[src/rtl/apb_pkg.sv]
// Shared types and default constants for the single-slave APB initiator.
package apb_pkg;

    typedef enum logic [1:0] {
        IDLE   = 2'd0,
        SETUP  = 2'd1,
        ACCESS = 2'd2,
        RESP   = 2'd3
    } apb_state_t;

    localparam int APB_ADDR_W_DEF     = 8;
    localparam int APB_DATA_W_DEF     = 8;
    localparam int APB_TIMEOUT_DEF    = 16;

endpackage

[src/rtl/apb_wait_timer.sv]
// Clear/increment wait counter; o_expired flags the increment that reaches LIMIT.
module apb_wait_timer #(
    parameter int LIMIT = 16
) (
    input  logic clk,
    input  logic reset,
    input  logic i_clr,
    input  logic i_inc,
    output logic o_expired
);

    localparam int CW = $clog2(LIMIT + 1);
    localparam logic [CW-1:0] LAST = CW'(LIMIT - 1);

    logic [CW-1:0] r_cnt;

    always_ff @(posedge clk or posedge reset) begin
        if (reset) begin
            r_cnt <= '0;
        end else if (i_clr) begin
            r_cnt <= '0;
        end else if (i_inc) begin
            r_cnt <= r_cnt + 1'b1;
        end
    end

    // Expires combinationally on the wait cycle that would bring the count to LIMIT.
    assign o_expired = i_inc && (r_cnt == LAST);

endmodule

[src/rtl/apb_master.sv]
// Single-slave APB initiator: one command in, one SETUP/ACCESS transfer, one response out.
// Optional ACCESS timeout enabled by defining APB_TIMEOUT_EN.
module apb_master
    import apb_pkg::*;
#(
    parameter int ADDR_W         = APB_ADDR_W_DEF,
    parameter int DATA_W         = APB_DATA_W_DEF,
    parameter int TIMEOUT_CYCLES = APB_TIMEOUT_DEF
) (
    input  logic              clk,
    input  logic              reset,
    input  logic              cmd_valid,
    output logic              cmd_ready,
    input  logic              cmd_write,
    input  logic [ADDR_W-1:0] cmd_addr,
    input  logic [DATA_W-1:0] cmd_wdata,
    output logic              rsp_valid,
    input  logic              rsp_ready,
    output logic [DATA_W-1:0] rsp_rdata,
    output logic              rsp_err,
    output logic [ADDR_W-1:0] addr,
    output logic [DATA_W-1:0] pwdata,
    output logic              pwrite,
    output logic              psel,
    output logic              penable,
    input  logic [DATA_W-1:0] prdata,
    input  logic              pready
);

    apb_state_t r_state;
    apb_state_t w_next;

    logic [ADDR_W-1:0] r_addr;
    logic [DATA_W-1:0] r_pwdata;
    logic              r_pwrite;
    logic [DATA_W-1:0] r_rdata;
    logic              r_err;
    logic              w_expired;
    logic              w_cmd_hs;
    logic              w_done;

`ifdef APB_TIMEOUT_EN
    apb_wait_timer #(
        .LIMIT(TIMEOUT_CYCLES)
    ) u_wait_timer (
        .clk      (clk),
        .reset    (reset),
        .i_clr    (r_state == SETUP),
        .i_inc    ((r_state == ACCESS) && !pready),
        .o_expired(w_expired)
    );
`else
    localparam int unused_timeout_cycles = TIMEOUT_CYCLES;
    assign w_expired = 1'b0;
`endif

    assign w_cmd_hs = (r_state == IDLE) && cmd_valid;
    assign w_done   = (r_state == ACCESS) && (pready || w_expired);

    always_ff @(posedge clk or posedge reset) begin
        if (reset) begin
            r_state <= IDLE;
        end else begin
            r_state <= w_next;
        end
    end

    always_comb begin
        w_next    = r_state;
        cmd_ready = 1'b0;
        psel      = 1'b0;
        penable   = 1'b0;
        rsp_valid = 1'b0;
        case (r_state)
            IDLE: begin
                cmd_ready = 1'b1;
                if (cmd_valid) w_next = SETUP;
            end
            SETUP: begin
                psel   = 1'b1;
                w_next = ACCESS;
            end
            ACCESS: begin
                psel    = 1'b1;
                penable = 1'b1;
                if (pready || w_expired) w_next = RESP;
            end
            RESP: begin
                rsp_valid = 1'b1;
                if (rsp_ready) w_next = IDLE;
            end
            default: w_next = IDLE;
        endcase
    end

    // Request fields latch on the handshake and stay put until the next one.
    always_ff @(posedge clk or posedge reset) begin
        if (reset) begin
            r_addr   <= '0;
            r_pwdata <= '0;
            r_pwrite <= 1'b0;
            r_rdata  <= '0;
            r_err    <= 1'b0;
        end else begin
            if (w_cmd_hs) begin
                r_addr   <= cmd_addr;
                r_pwrite <= cmd_write;
                r_pwdata <= cmd_write ? cmd_wdata : '0;
            end
            // pready beats a same-cycle expiry, so a late ready still returns good data.
            if (w_done) begin
                r_rdata <= (pready && !r_pwrite) ? prdata : '0;
                r_err   <= !pready;
            end
        end
    end

    assign addr      = r_addr;
    assign pwdata    = r_pwdata;
    assign pwrite    = r_pwrite;
    assign rsp_rdata = r_rdata;
    assign rsp_err   = r_err;

endmodule

[config.mk]
export PLATFORM = sky130hd
export DESIGN_NAME = apb_master
export DESIGN_NICKNAME = d
export VERILOG_FILES = /design/src/rtl/apb_pkg.sv /design/src/rtl/apb_wait_timer.sv /design/src/rtl/apb_master.sv
export SDC_FILE = /design/constraint.sdc
export NUM_CORES = 1
export LEC_CHECK = 0
export ABC_AREA = 1
export CAP_MARGIN = 10
export CORE_UTILIZATION = 44
export CTS_BUF_LIST = sky130_fd_sc_hd__clkbuf_4 sky130_fd_sc_hd__clkbuf_8
export DETAILED_ROUTE_END_ITERATION = 8
export PLACE_DENSITY_LB_ADDON = 0.12
export SLEW_MARGIN = 20
export SYNTH_ARGS = -nofsm -noshare
export SYNTH_HDL_FRONTEND = slang
export SYNTH_SLANG_ARGS = --single-unit
[constraint.sdc]
create_clock -name clk -period 1.8 [get_ports clk]
set_input_delay 0.54 -clock clk [delete_from_list [all_inputs] [get_ports clk]]
set_output_delay 0.54 -clock clk [all_outputs]
set_load 0.02 [all_outputs]
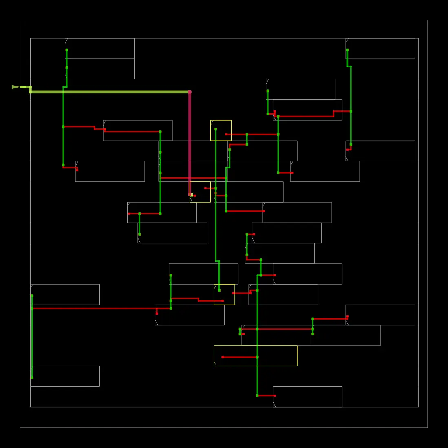
(the clock network)
clock buffers: 3
clock group power: 0.000407 W
Worst-Skew Late Latency: 320 ps
clock sink count: 28

==> impl_metrics.ini <==
; yosys + openroad results
[outcome]
status = complete, no violations

[final_layout]
num-nonclk-inverters = 10
stdcell_count = 231
ff_latch_area_um2 = 701
comb_area_um2 = 437
drive_gt1_share_pct = 13.9
buffer_area_share_pct = 32.7
fillers = 206
largest_cell_class = flip-flops and latches
layout.nets = 235

[drt]
initialDrtViolationCount = 12
met3_length_um = 158
drc_errors = 0
met1Wirelength_um = 1220
wl_per_cell_um = 12.2
top_layer = met4

[synth]
yosys-top-cells-area = dfrtp_1, nand2_1, o21ai_0, o21ai_2, ha_1
top_cells_by_count = nand2_1, dfrtp_1, o21ai_0, inv_1, o21ai_2
adder_share_pct = 3.14
xor_area_share_pct = 0
top_area_share_pct = 58.6
synthMuxAreaShare_pct = 0
yosysTopAreaCell = dfrtp_1

[setup_path]
worst-path-stages = 3
cp-start-kind = register
crit_arrival_ps = 1210
path_class = register to output pin
crit-reg2reg-launch = r_state[0]$_DFFE_PP0P_

[timing]
fin_crit_ps = 1750
setup_slack_ps = 52.0
slew_viol_final = 0
worstMarginPinSlew_ps = 322
clock_skew_ps = 5.64
rsz0062_at_grt = false

[global_routing]
grt_pass1_wl_um = 4380
met1_usage_pct = 25.5
antenna_found_initial = 0

[pwr]
power_switching_w = 0.00127
pwr_density_cell_mw_per_mm2 = 1620
seq-power_w = 0.00103

[placed_design]
globalplace.congestion = 0.737

[clock_tree]
numCtsBuffers = 3
cts_tree = built
postCtsSetupBuffers = 0
htreeDepth = 1

[min_path]
hold-path-cell-count = 2
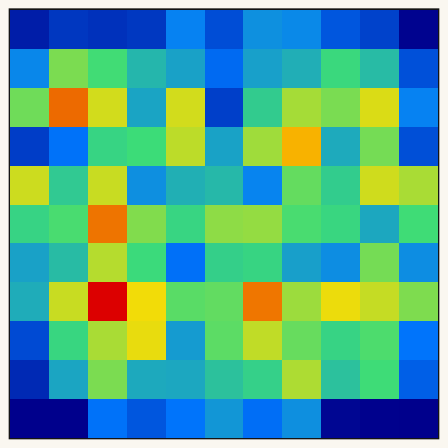
(wiring heat map)
11 x 11 tiles, from dark blue (low) to red (high), scaled to the fullest tile. Values are wire area over tile area, all layers added.
tiles over half the peak: 39%
densest ninth of the die: west
mean over tiles: 0.15

placed cells by master, fill, tap and decap left out, drive strengths merged:
cell type | netlist | final
clkbuf | 1 | 3
clkdlybuf4s50 | 0 | 29
clkinv | 1 | 1
nand3 | 1 | 1
nand4 | 2 | 2
nand2 | 67 | 67
bufinv | 0 | 1
and2 | 1 | 1
buf | 3 | 13
dfrtp | 28 | 28
ha | 3 | 3
o21ai | 17 | 17
dlygate4sd2 | 0 | 26
inv | 9 | 9
worst reg2reg max path: cells and delay by family (launching register included):
kind            cells  cell delay, ps
flops               1             400
simple gates        2             300
compound gates      1              80
fa+ha+maj           1             160
buf+inv             3             350
timing repair:
item | CTS | global route
setup endpoints to repair | 30 | 3
gates cloned | 0 | 0
pin swaps | 0 | 0
gates resized | 41 | 7
Power is estimated from default activity; no workload was simulated.
